==> config.mk <==
export PLATFORM = sky130hd
export DESIGN_NAME = simd_inst_issue_flat
export DESIGN_NICKNAME = d
export VERILOG_FILES = /design/src/rtl/simd_inst_issue_pkg.sv /design/src/rtl/simd_inst_issue_if.sv /design/src/rtl/simd_pending_fifo.sv /design/src/rtl/simd_inst_issue.sv /design/src/flat_wrapper.sv
export SDC_FILE = /design/constraint.sdc
export NUM_CORES = 1
export LEC_CHECK = 0
export ABC_CLOCK_PERIOD_IN_PS = 4600
export CORE_ASPECT_RATIO = 0.9
export CORE_MARGIN = 3
export CORE_UTILIZATION = 53
export CTS_BUF_LIST = sky130_fd_sc_hd__clkbuf_8
export DETAILED_ROUTE_END_ITERATION = 6
export PLACE_DENSITY = 0.88
export SLEW_MARGIN = 30
export SYNTH_ARGS = -nofsm -noshare
export SYNTH_HDL_FRONTEND = slang
export SYNTH_HIERARCHICAL = 1
export SYNTH_SLANG_ARGS = --single-unit
==> constraint.sdc <==
create_clock -name i_clk -period 4.6 [get_ports i_clk]
set_clock_uncertainty 0.2 [all_clocks]
set_input_delay 1.38 -clock i_clk [delete_from_list [all_inputs] [get_ports i_clk]]
set_output_delay 1.38 -clock i_clk [all_outputs]
set_load 0.005 [all_outputs]
Signal metal coverage by tile:
The bar under the picture is 20 um long. 21 x 19 tiles, from black (low) to pale yellow (high), scaled to the fullest tile. Values are wire area over tile area, all layers added.
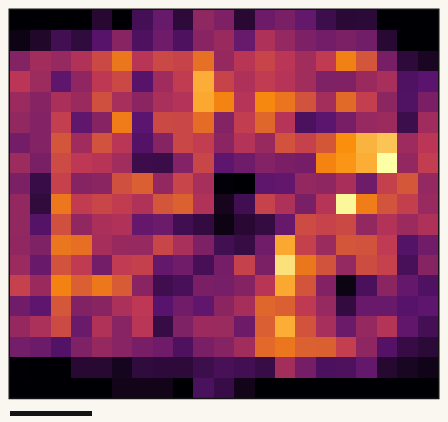
- fullest tile: 0.52
- densest ninth of the die: right middle
- emptiest ninth of the die: bottom right
- tiles over half the peak: 27%
- nearly empty tiles: 7.5%
- mean over tiles: 0.19
Routed wire per std cell: 14.6 um
DRT Wirelength: 11600 um

Placed cells, one color a class:
Fill, decap, tap and diode cells in gray.
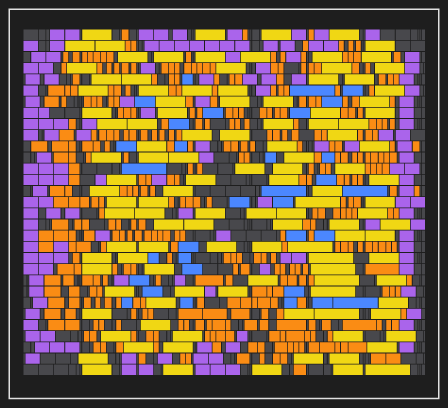
- clock drivers and dummy loads: blue (cells 32; share of their area 7.5%)
- other buffers and delay cells: purple (cells 140; share of their area 22%)
- flip-flops: yellow (cells 117; share of their area 39%)
- all other logic: orange (cells 389; share of their area 32%)
total number of placement rows: 31
final core utilization: 0.778

Cell placement:
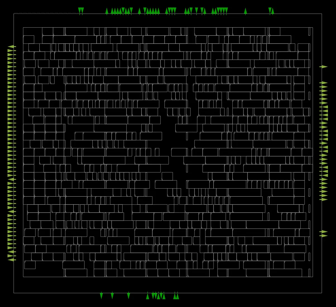
final instance count without filler cells: 793
seq_cells: 117
number of well taps: 115

==> run summary <==
Summary of the current implementation state.

- The maximum number of pins on one net before global-route repair is 63, for reference.
- Per the OpenROAD timing report, the critical path contains 5 cells.
- The critical path buffer and inverter count is 3, for reference.
- The area fraction in xor and xnor cells is 0.00380, for reference.
- The initial antenna violation count is 0.
- The power in the clock group is 1.08 mW, for reference.
- The clock tree from TritonCTS is built, for reference.
- The delay of the slowest cell on the worst path is 500 ps, for reference.
- The worst-skew pair later-pin latency is 410 ps, for reference.
- The report shows a maximum critical-path fanout of 3.
- At the floorplan stage, the core utilization is reported as 0.557.
- Adding up every negative setup slack in the final design gives 0 ps.
- The final setup violation count is 0, for reference.
- The synthesized netlist contains 40 unique library cells.
- The floorplan die width is 104 um, for reference.
- The switching share of power is 0.229, for reference.
- The number of buffers inserted during clock tree synthesis is 17, for reference.
- The design draws 2.41 mW.
- The clock H-tree reported by CTS has 4 levels.
- The share of cells above drive strength 1 is 0.0870, for reference.
- The gate family responsible for the most delay along the worst path is buffers and inverters, for reference.
- The global-route wire length before repair is 18500 um, for reference.
- Total global-route track usage over all layers is 0.233.
- Headroom to the max-slew limit came out at 0.572.
- The chip area in the Yosys report is 0.00460 mm^2, for reference.
- Setup repair after global routing left no endpoint under its margin.
- The area growth from synthesis to layout is 39.5%.
- The slowest stage of the critical path is the sky130_fd_sc_hd__clkdlybuf4s50_1 cell.
- The number of OpenROAD warnings is 26, for reference.
- The type of the most critical hold path is reg2reg, for reference.
- The design internal power is 1.86 mW, for reference.
- The power of the sequential group is 1.09 mW, for reference.
- According to the floorplan report, the placeable core area is 0.00826 mm^2.
- The final timing summary puts the cycle share of the worst path at 0.953.
- Per the log, the first TritonRoute iteration ended with a DRC count of 283.
- The number of diodes added for antenna fixing is 0, for reference.
- After detailed placement, the design holds a cell count of 761.
- Data on the critical path is required at its endpoint by 3020 ps.
- The synthesized netlist was found by Yosys to have 545 cells.
- The number of setup buffers added after CTS is 0, for reference.
- The timing report shows the most common cell along the critical path to be sky130_fd_sc_hd__clkdlybuf4s50_1.
- The count of nets left with antenna violations once routing finished came out at 0.
- The number of instances resized during post-cts repair is 0, for reference.
- Of the synthesized area, sequential elements account for 0.526.
- The adder-cell share of the synthesized area is 0.0125, for reference.
- The library cell used as clock root buffer is sky130_fd_sc_hd__clkbuf_8, for reference.
- Clock tree synthesis found a total of 117 sinks.
- The most used flip-flop cell after synthesis is sky130_fd_sc_hd__dfxtp_1, for reference.
- The layout filler cell count is 556, for reference.
- The worst setup path is of the in2out kind.
- Listed in order, past its start point the critical path passes clkdlybuf4s50_1 > nor2b_2 > o21ai_4 > inv_2 > clkdlybuf4s50_1.
- The post-placement worst setup slack is 209 ps, for reference.
- For this run, the detailed router's first-pass iteration total came to 7.
- According to the I/O placement log, the pin count is 135.
- The worst-case hold slack is 249 ps, for reference.
- The sum of overflow across all layers after global routing is 0, for reference.
- For this run, the post-layout net count is 751.
- The final estimated routing congestion in global placement is 0.831, for reference.
- The routed via count is 4169, for reference.
- Of the total synthesized cell area, the portion taken by AND-OR and OR-AND cells is 0.128.
- The routed design could run at a clock period as short as 4390 ps.
- The worst setup path is launched from an input pin.
- The post-synth register bit count is 117.
- The cell area after synthesis is 0.00460 mm^2, for reference.
- The share of cell area taken by muxes after synthesis is 0.0647, for reference.
- Yosys printed 6 warnings.
- The total combinational power is 0.236 mW, for reference.
- The analysis attributes to cell leakage a power of 2.35 nW.
- The minimum setup slack in the final design is 214 ps, for reference.
- The post-synthesis cell count is 545, for reference.
- Per the power-grid run, VDD falls by no more than 0.000187 V.
- The cell area power density is 375 mW/mm^2, for reference.
- The total non-filler cell area in the finished layout is 0.00642 mm^2, for reference.
- The power report attributes to the sequential group a share of 0.451.
- The clock share of power is 0.450, for reference.
- In this run the cell area measured after placement is 0.00595 mm^2.
- The combinational cell fraction of total power is 0.098, for reference.
- The number of nets in the synthesized netlist is 631.
- The run finished with clean final reports.
- The count of endpoints failing hold in the final timing report is 0, for reference.
- The total die area is 0.00984 mm^2, for reference.
- The final max-slew violation count recorded for this run is 0.
- The main logic family after synthesis is simple AND/OR/NAND/NOR gates, for reference.
- The number of buffers inserted by port buffering is 134, for reference.
- The HPWL after detailed placement is 7730 um, for reference.
- The max-capacitance violation count is 0, for reference.
- The register-to-register setup slack is 1380 ps, for reference.
- The count of unresolved DRC violations after routing is 0, for reference.
- The data arrival time of the critical path is 2810 ps, for reference.
- Per the post-CTS timing run, clock transition at the registers of the reported paths is 70 ps.
- The achievable frequency is 0.228 GHz, for reference.
- In this run the deepest clock path goes through 2 buffers.
- Ranked by power, first place goes to sequential cells.
- In this run the vertical extent of the chip is 94.4 um.
- The switching power summed over all nets is 0.552 mW, for reference.
- For this run, the detailed router reports a per-instance via density of 5.26.
- The mean instance size in the synthesized netlist is 8.45 um^2, for reference.
- In this run, synthesis inferred 8 flip-flops with an integrated enable.
- The count of cells along the worst hold path is 2, for reference.
- The fraction of synthesis flops using an asynchronous set or reset pin is 0, for reference.
- The slew at the pin closest to its max-slew limit is 640 ps, for reference.
- The via count of the first global-routing pass is 4006, for reference.
- The endpoint type of the worst setup path is an output port, for reference.
- The cell-mix breakdown from Yosys lists the simple-gate area share as 0.212.
- The number of buffers inserted for hold repair after clock tree synthesis is 0, for reference.
- Measured in cells, the most critical reg-to-reg path has a length of 11.
[cell usage in the layout, fill, tap and decap left out, drive strengths merged, types with 3 or more instances in the layout]
cell type	instances
ha	3
or3	3
edfxtp	8
clkdlybuf4s50	133
mux2i	14
bufinv	5
a21oi	89
clkinvlp	4
a211oi	10
clkinv	3
clkbuf	18
mux2	10
nand2	175
nor3	23
inv	11
o21ai	5
nor2	25
buf	7
nor2b	4
dfxtp	109
[area by class of cell]
| cell class | instances | area, um^2 | area share |
|---|---|---|---|
| Clock buffer | 18 | 248 | 0.0386 |
| Clock inverter | 14 | 224 | 0.0349 |
| Inverter | 9 | 33.8 | 0.00526 |
| Multi-Input combinational cell | 380 | 1970 | 0.307 |
| Sequential cell | 117 | 2420 | 0.377 |
| Tap cell | 115 | 144 | 0.0224 |
| Timing Repair Buffer | 140 | 1380 | 0.215 |
[synth_stat cells, drive strengths merged, types with 2 or more instances]
cell type	count	area, um^2
nor4	2	12.5
xor2	2	17.5
mux2	10	113
nor2b	4	27.5
ha	3	37.5
inv	9	33.8
nor2	25	93.8
o31ai	2	15.0
o21ai	5	28.8
nor3	23	115
mux4	2	45.0
nand3	2	10.0
a211oi	10	75.1
or3	3	20.0
dfxtp	109	2180
clkbuf	18	68.8
edfxtp	8	240
buf	21	140
mux2i	14	140
a21oi	89	449
nand2	175	659
[worst register-to-register path, delay by kind of cell (launching register included)]
family,cells,cell delay (ps)
simple gates,5,1360
flops,1,440
compound gates,1,170
buf+inv,2,210
fa+ha+maj,2,610
xor+xnor,1,180
[layer usage]
metal	vias to the layer above	track usage	wire length [um]
met5	-	0	0
met4	0	0.0720	172
met3	13	0.0670	835
met2	179	0.413	5820
met1	1927	0.278	4730
li1	2050	-	-
Power and IR drop assume default switching activity.
